**src/rtl/audio_pkg.sv**
```systemverilog
// Shared constants for the AC'97 controller: frame slot layout, tag word,
// codec register addresses and the fixed register values we program.
package audio_pkg;

  localparam logic [7:0] SLOT0_END    = 8'd15;
  localparam logic [7:0] SLOT1_END    = 8'd35;
  localparam logic [7:0] SLOT2_END    = 8'd55;
  localparam logic [7:0] SLOT3_END    = 8'd75;
  localparam logic [7:0] SLOT4_END    = 8'd95;
  localparam logic [7:0] IN_LATCH_BIT = 8'd63;

  // frame valid, cmd addr valid, cmd data valid, PCM left valid, PCM right valid
  localparam logic [15:0] TAG = 16'b1111_1000_0000_0000;

  localparam logic [6:0] REG_MASTER_VOL = 7'h02;
  localparam logic [6:0] REG_HP_VOL     = 7'h04;
  localparam logic [6:0] REG_PCM_OUT    = 7'h18;
  localparam logic [6:0] REG_REC_SEL    = 7'h1A;
  localparam logic [6:0] REG_REC_GAIN   = 7'h1C;
  localparam logic [6:0] REG_MIC_VOL    = 7'h0E;

  localparam logic [15:0] VAL_PCM_OUT  = 16'h0808;
  localparam logic [15:0] VAL_REC_SEL  = 16'h0000;
  localparam logic [15:0] VAL_REC_GAIN = 16'h0F0F;
  localparam logic [15:0] VAL_MIC_VOL  = 16'h8000;

  // Volume register word: {mute, 2'b0, att, 3'b0, att}, att counts down from max.
  function automatic logic [15:0] vol_word(input logic [4:0] vol);
    logic [4:0] att;
    att = 5'd31 - vol;
    return {(vol == 5'd0), 2'b00, att, 3'b000, att};
  endfunction

endpackage

```
**src/rtl/ac97_frame.sv**
```systemverilog
// AC'97 frame engine: samples the codec bit clock as data, tracks the bit position,
// serialises slots 0-4 onto sdata_out and deserialises the left ADC sample.
module ac97_frame
  import audio_pkg::*;
(
  input  logic       clk,
  input  logic       rst_n,
  input  logic       en,
  input  logic       bit_clock,
  input  logic       sdata_in,
  input  logic [6:0] cmd_addr,
  input  logic [15:0] cmd_data,
  input  logic [7:0] pcm_out,
  output logic       frame_start,
  output logic       sdata_out,
  output logic       synch,
  output logic [7:0] pcm_in,
  output logic       ready
);

  logic       bclk_s1, bclk_s2, bclk_q;
  logic       din_s1, din_s2;
  logic       rise, fall, started;
  logic [7:0] bit_count, nxt;
  logic [7:0] out_latch, in_hold;
  logic [6:0] in_shift;
  logic       tx_bit;
  logic [19:0] slot1, slot2, slot34;

  assign rise        = en & bclk_s2 & ~bclk_q;
  assign fall        = en & ~bclk_s2 & bclk_q;
  assign frame_start = rise & (bit_count == 8'hFF);

  assign slot1  = {1'b0, cmd_addr, 12'h000};
  assign slot2  = {cmd_data, 4'h0};
  assign slot34 = {out_latch, 12'h000};

  // Bit value for the position the counter is about to enter.
  always_comb begin
    nxt    = bit_count + 8'd1;
    tx_bit = 1'b0;
    if (nxt <= SLOT0_END)      tx_bit = TAG[4'(SLOT0_END - nxt)];
    else if (nxt <= SLOT1_END) tx_bit = slot1[5'(SLOT1_END - nxt)];
    else if (nxt <= SLOT2_END) tx_bit = slot2[5'(SLOT2_END - nxt)];
    else if (nxt <= SLOT3_END) tx_bit = slot34[5'(SLOT3_END - nxt)];
    else if (nxt <= SLOT4_END) tx_bit = slot34[5'(SLOT4_END - nxt)];
  end

  // ready: single-cycle pulse; pcm_in is valid with it and pcm_out was consumed at that frame start.
  always_ff @(posedge clk or negedge rst_n) begin
    if (!rst_n) begin
      bclk_s1   <= 1'b0;
      bclk_s2   <= 1'b0;
      bclk_q    <= 1'b0;
      din_s1    <= 1'b0;
      din_s2    <= 1'b0;
      bit_count <= 8'hFF;
      sdata_out <= 1'b0;
      synch     <= 1'b0;
      started   <= 1'b0;
      out_latch <= 8'h00;
      in_shift  <= 7'h00;
      in_hold   <= 8'h00;
      pcm_in    <= 8'h00;
      ready     <= 1'b0;
    end else begin
      bclk_s1 <= bit_clock;
      bclk_s2 <= bclk_s1;
      bclk_q  <= bclk_s2;
      // Serial input rides the same delay as the bit clock so the fall strobe
      // sees the bit the codec held across that edge, not the next one.
      din_s1  <= sdata_in;
      din_s2  <= din_s1;
      ready   <= 1'b0;
      if (rise) begin
        bit_count <= nxt;
        sdata_out <= tx_bit;
        synch     <= (nxt <= SLOT0_END);
        started   <= 1'b1;
        if (nxt == 8'd0) begin
          out_latch <= pcm_out;
          if (started) begin
            ready  <= 1'b1;
            pcm_in <= in_hold;
          end
        end
      end
      if (fall) begin
        in_shift <= {in_shift[5:0], din_s2};
        if (bit_count == IN_LATCH_BIT) in_hold <= {in_shift, din_s2};
      end
    end
  end

endmodule

```
**src/rtl/audio.sv**
```systemverilog
// AC'97 codec controller top: codec reset timer, rotating register-write list
// with volume mapping, and the frame engine.
module audio
  import audio_pkg::*;
#(
  parameter int RESET_CYCLES = 1024,
  parameter int NUM_CMDS     = 6
) (
  input  logic       clock_27mhz,
  input  logic       reset,
  input  logic [4:0] volume,
  input  logic [7:0] audio_out_data,
  output logic [7:0] audio_in_data,
  output logic       ready,
  output logic       audio_reset_b,
  output logic       ac97_sdata_out,
  input  logic       ac97_sdata_in,
  output logic       ac97_synch,
  input  logic       ac97_bit_clock
);

  localparam int RST_W = $clog2(RESET_CYCLES);

  logic [RST_W-1:0] rst_cnt;
  logic [2:0]       cmd_idx;
  logic [6:0]       rom_addr, cmd_addr_q;
  logic [15:0]      rom_data, cmd_data_q;
  logic             frame_start;

  always_comb begin
    rom_addr = 7'h00;
    rom_data = 16'h0000;
    case (cmd_idx)
      3'd0: begin rom_addr = REG_MASTER_VOL; rom_data = vol_word(volume); end
      3'd1: begin rom_addr = REG_HP_VOL;     rom_data = vol_word(volume); end
      3'd2: begin rom_addr = REG_PCM_OUT;    rom_data = VAL_PCM_OUT;      end
      3'd3: begin rom_addr = REG_REC_SEL;    rom_data = VAL_REC_SEL;      end
      3'd4: begin rom_addr = REG_REC_GAIN;   rom_data = VAL_REC_GAIN;     end
      3'd5: begin rom_addr = REG_MIC_VOL;    rom_data = VAL_MIC_VOL;      end
      default: ;
    endcase
  end

  // The command for a frame is captured at its start so the first frame carries entry 0.
  always_ff @(posedge clock_27mhz or negedge reset) begin
    if (!reset) begin
      rst_cnt       <= '0;
      audio_reset_b <= 1'b0;
      cmd_idx       <= 3'd0;
      cmd_addr_q    <= 7'h00;
      cmd_data_q    <= 16'h0000;
    end else begin
      if (!audio_reset_b) begin
        rst_cnt <= rst_cnt + RST_W'(1);
        if (rst_cnt == RST_W'(RESET_CYCLES - 1)) audio_reset_b <= 1'b1;
      end
      if (frame_start) begin
        cmd_addr_q <= rom_addr;
        cmd_data_q <= rom_data;
        cmd_idx    <= (cmd_idx == 3'(NUM_CMDS - 1)) ? 3'd0 : cmd_idx + 3'd1;
      end
    end
  end

  ac97_frame u_frame (
    .clk         (clock_27mhz),
    .rst_n       (reset),
    .en          (audio_reset_b),
    .bit_clock   (ac97_bit_clock),
    .sdata_in    (ac97_sdata_in),
    .cmd_addr    (cmd_addr_q),
    .cmd_data    (cmd_data_q),
    .pcm_out     (audio_out_data),
    .frame_start (frame_start),
    .sdata_out   (ac97_sdata_out),
    .synch       (ac97_synch),
    .pcm_in      (audio_in_data),
    .ready       (ready)
  );

endmodule

```
**config.mk**
```make
export PLATFORM = sky130hd
export DESIGN_NAME = audio
export DESIGN_NICKNAME = d
export VERILOG_FILES = /design/src/rtl/audio_pkg.sv /design/src/rtl/ac97_frame.sv /design/src/rtl/audio.sv
export SDC_FILE = /design/constraint.sdc
export NUM_CORES = 1
export LEC_CHECK = 0
export CAP_MARGIN = 20
export CORE_MARGIN = 2
export CORE_UTILIZATION = 57
export CTS_CLUSTER_SIZE = 24
export DETAILED_ROUTE_END_ITERATION = 6
export PLACE_DENSITY = 0.85
export SLEW_MARGIN = 20
export SYNTH_ARGS = -nofsm -noshare
export SYNTH_HDL_FRONTEND = slang
export SYNTH_SLANG_ARGS = --single-unit
```
**constraint.sdc**
```tcl
create_clock -name clock_27mhz -period 3.3 [get_ports clock_27mhz]
set_input_delay 0.99 -clock clock_27mhz [delete_from_list [all_inputs] [get_ports clock_27mhz]]
set_output_delay 0.99 -clock clock_27mhz [all_outputs]
set_load 0.05 [all_outputs]
```
**Run 1: a small window of the routed layout**

Window x 21 to 61, y 21 to 61 um. Cells in grey, sequential cells in the stronger grey; small squares are vias.
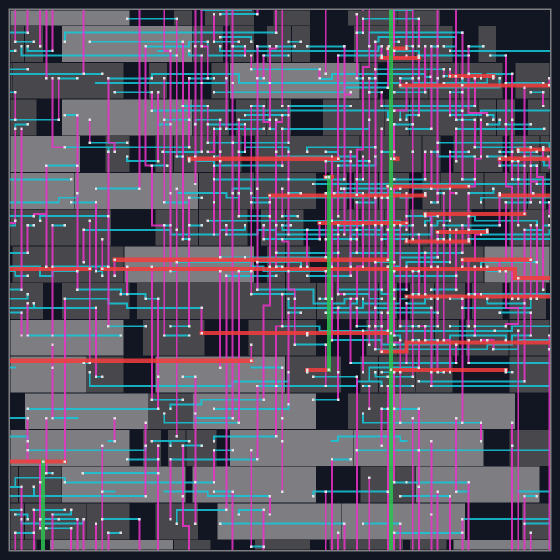
[red] metal 3
[magenta] metal 2
[cyan] metal 1
[green] metal 4
cells with their middle in the window: 124
sequential cells in the window: 22
netlist names of flops here include: u_frame.bit_count (6), u_frame.out_latch (4), u_frame.in_hold (3)
most frequent: dfrtp_1 (16), nand2_1 (12), nor2_1 (9)

**Run 1: the metal 2 layer**

Scale: 4 px per um.
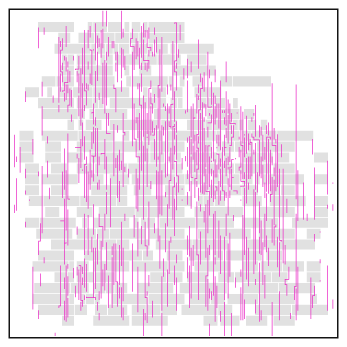
share of all routed wire: 49%
nets with wire on the layer: 307
longest straight run: 31.3 um
Routed Wire Length: 6650 um
DR vias: 2355
met2 Use GR: 35.1%

**Run 1: routed metal, one colour a layer**

Scale: 4 px per um. Only two layers are drawn.
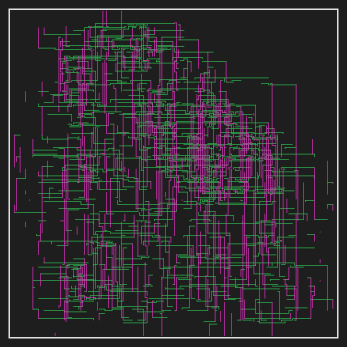
[magenta] metal 2 | wire length: 3260 um
[green] metal 1 | wire length: 2920 um

**Run 1: cell outlines without signal wires**

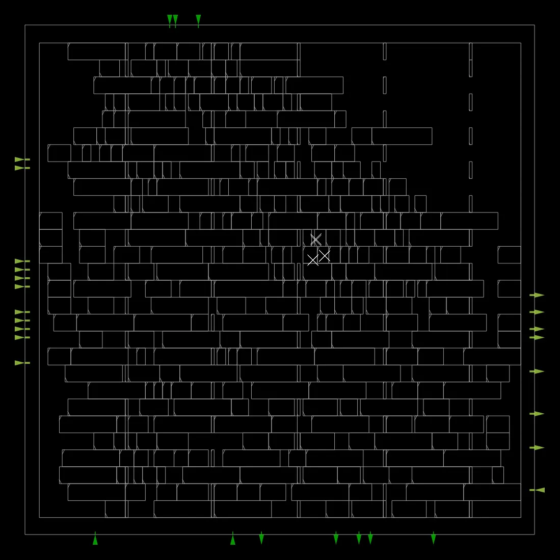
core area: 5890 um^2
Tapcells: 75

==> flow_metrics.env <==
# yosys + openroad results
export IMPL_outcome="finished with violations"
export IMPL_violations="design-rule violations"
export IMPL_topCombFamilyByArea="multiplexers"
export IMPL_finClkSkew_ns=0.00970
export IMPL_cts_root_buf="clkbuf_8"
export IMPL_area_growth_pct=15.4
export IMPL_cts_buffers=9
export IMPL_ys_warn_count=0
export IMPL_mostFrequentLayoutCells="dfrtp_1 (64), clkdlybuf4s50_1 (27), nand2_1 (26)"
export IMPL_end_kind="flop"
export IMPL_powerDensity_nw_per_um2=421
export IMPL_hold_depth=0
export IMPL_dpl_hpwl_um=4630
export IMPL_rr_worst_depth=7
export IMPL_grt_usage_pct=22.6
export IMPL_grt_overflow=0
export IMPL_logic_area_um2=1510
export IMPL_cts_setup_buffers=0
export IMPL_syn_area_per_cell_um2=11.6
export IMPL_power_leakage_nw=1.81
export IMPL_chipArea_um2=6690
export IMPL_clock_latency_ns=0.36
export IMPL_max_slew_margin_pct=55.4
export IMPL_worst_slew_pin_slew_ns=0.664
export IMPL_warnings=28
export IMPL_holdPathEnd="u_frame.din_s2"
export IMPL_required_ns=3.54
export IMPL_report_final_hold_viol_count=0
export IMPL_hp_class="reg2reg"
export IMPL_min_period_ns=2.90
export IMPL_die_y_um=81.8
export IMPL_top_register="rst_cnt"
export IMPL_setup_viol=0
export IMPL_top_cell_area_share_pct=46.5
export IMPL_lay_top_count="dfrtp_1"
export IMPL_min_delay_start="u_frame.din_s1"
export IMPL_slowest_delay_ns=0.66
export IMPL_ys_types=57
export IMPL_ioPinCount=29
export IMPL_ir_worst_vdd_mv=0.317
export IMPL_startpoint="u_frame.bit_count[0]"
export IMPL_hold_slack_ns=0.359
export IMPL_worst_setup_path_start_kind="flop"
export IMPL_edf_count=0
export IMPL_synth_seq_share_pct=52.6
export IMPL_final_cell_count_no_fill=403
export IMPL_worstSetupEndpoint="u_frame.out_latch[7]"
export IMPL_ff2ff_setup_slack_ns=0.40
export IMPL_cp_num_cells=7
export IMPL_finalWeightedCongestion=0.931
export IMPL_path_cells="ha_1 -> nand2_1 -> o21ai_0 -> nand4_2 -> nor4_4 -> buf_4 -> mux2_2"
export IMPL_worst_r2r_endpoint="u_frame.out_latch[7]"
export IMPL_synthAoiAreaFrac_pct=8.97
export IMPL_synth_area_yosys_um2=3450
export IMPL_row_count=28
export IMPL_preCtsSetupSlack_ns=0.427
export IMPL_drtPass1Iterations=7
export IMPL_dp_cells=387
export IMPL_cap_viol_max_count=0
export IMPL_placed_area_um2=3760
export IMPL_slew_violations=0
export IMPL_grt_max_degree=28
export IMPL_cts_sinks=72
export IMPL_tns_ns=0
export IMPL_ctsResizeCount=0
export IMPL_synth_main_ff_cell="dfrtp_1"
export IMPL_xor_share_pct=4.83
export IMPL_crit_family="simple AND/OR/NAND/NOR gates"
export IMPL_first_global_vias=2297
export IMPL_viasPerCell=5.84
export IMPL_yosysMostFrequentCell="dfrtp_1"
export IMPL_cp_max_fo=9
export IMPL_grt_setup_unrepaired="false"
export IMPL_drive_gt1_share_pct=23.5
export IMPL_wl_per_cell_um=16.5
export IMPL_finalPower_mw=1.68
export IMPL_slowest_stage="dfstp_2"
export IMPL_synth_seq_cells=72
export IMPL_ff_latch_area_um2=1810
export IMPL_path_clk_slew_ns=0.08
export IMPL_fill_cells=424
export IMPL_port_buffer_count=28
export IMPL_critical_path_class="reg2reg"
export IMPL_clockBufferDepth=2
export IMPL_diodes=0
export IMPL_initCoreUtil_pct=58.6
export IMPL_drt_iter0_drc=170
export IMPL_antenna_found_initial=0
export IMPL_nets=345
export IMPL_drtAntennaViolNets=0
export IMPL_reg2reg_from="u_frame.bit_count[0]"
export IMPL_mux_area_share_pct=14.5
export IMPL_htreeDepth=3
export IMPL_fin_area_um2=3980
export IMPL_synth_top_cell_by_area="dfrtp_1"
export IMPL_fin_util_pct=67.6
export IMPL_die_w_um=81.8
export IMPL_largest_reg_flops=10
export IMPL_layout_setup_ws_ns=0.397
export IMPL_synthesis_nets=320
export IMPL_period_used_pct=88.0
export IMPL_ys_cells=298
export IMPL_async_flop_share_pct=100
export IMPL_area_leaders="dfrtp_1 (46%), mux2_2 (8.2%), dfstp_2 (6.1%)"
export IMPL_crit_buf_inv=1
export IMPL_cts_tree="done"
export IMPL_cp_data_arrival_time_ns=3.14
export IMPL_cts_hold_buf=0
export IMPL_simple_gate_area_share_pct=13.7
export IMPL_yosys_top_cells_count="dfrtp_1 (64), nand2_1 (26), mux2_2 (25)"
export IMPL_max_freq_mhz=344
export IMPL_synthesis_area_um2=3450
export IMPL_ys_sh_adder_pct=1.81
export IMPL_syn_inst=298
export IMPL_drc=10
export IMPL_grt_pass1_wl_um=11200
-- run 1: report_power, final --
| group | switching, mW | internal [mW] | total [mW] |
|---|---|---|---|
| logic | 0.0213 | 0.0190 | 0.0403 |
| clock network | 0.333 | 0.416 | 0.749 |
| registers | 0.00177 | 0.886 | 0.888 |
-- run 1: per-layer routing --
layer	part of all wire [%]	vias up	global-route usage, %	wire (um)
li1	-	1104	-	-
met1	44	1163	30.2	2920
met5	0	-	0	0
met3	5.2	11	5.93	349
met2	49	77	35.1	3260
met4	1.8	0	9.83	120
-- run 1: final cells by class --
cell class / instances / share of cell area, %
inverter: 11 / 1.04
sequential: 72 / 45.5
multi-input combinational: 197 / 38.0
tap: 75 / 2.36
clock inverter: 3 / 1.19
clock buffer: 13 / 4.25
timing repair buffer: 32 / 7.67
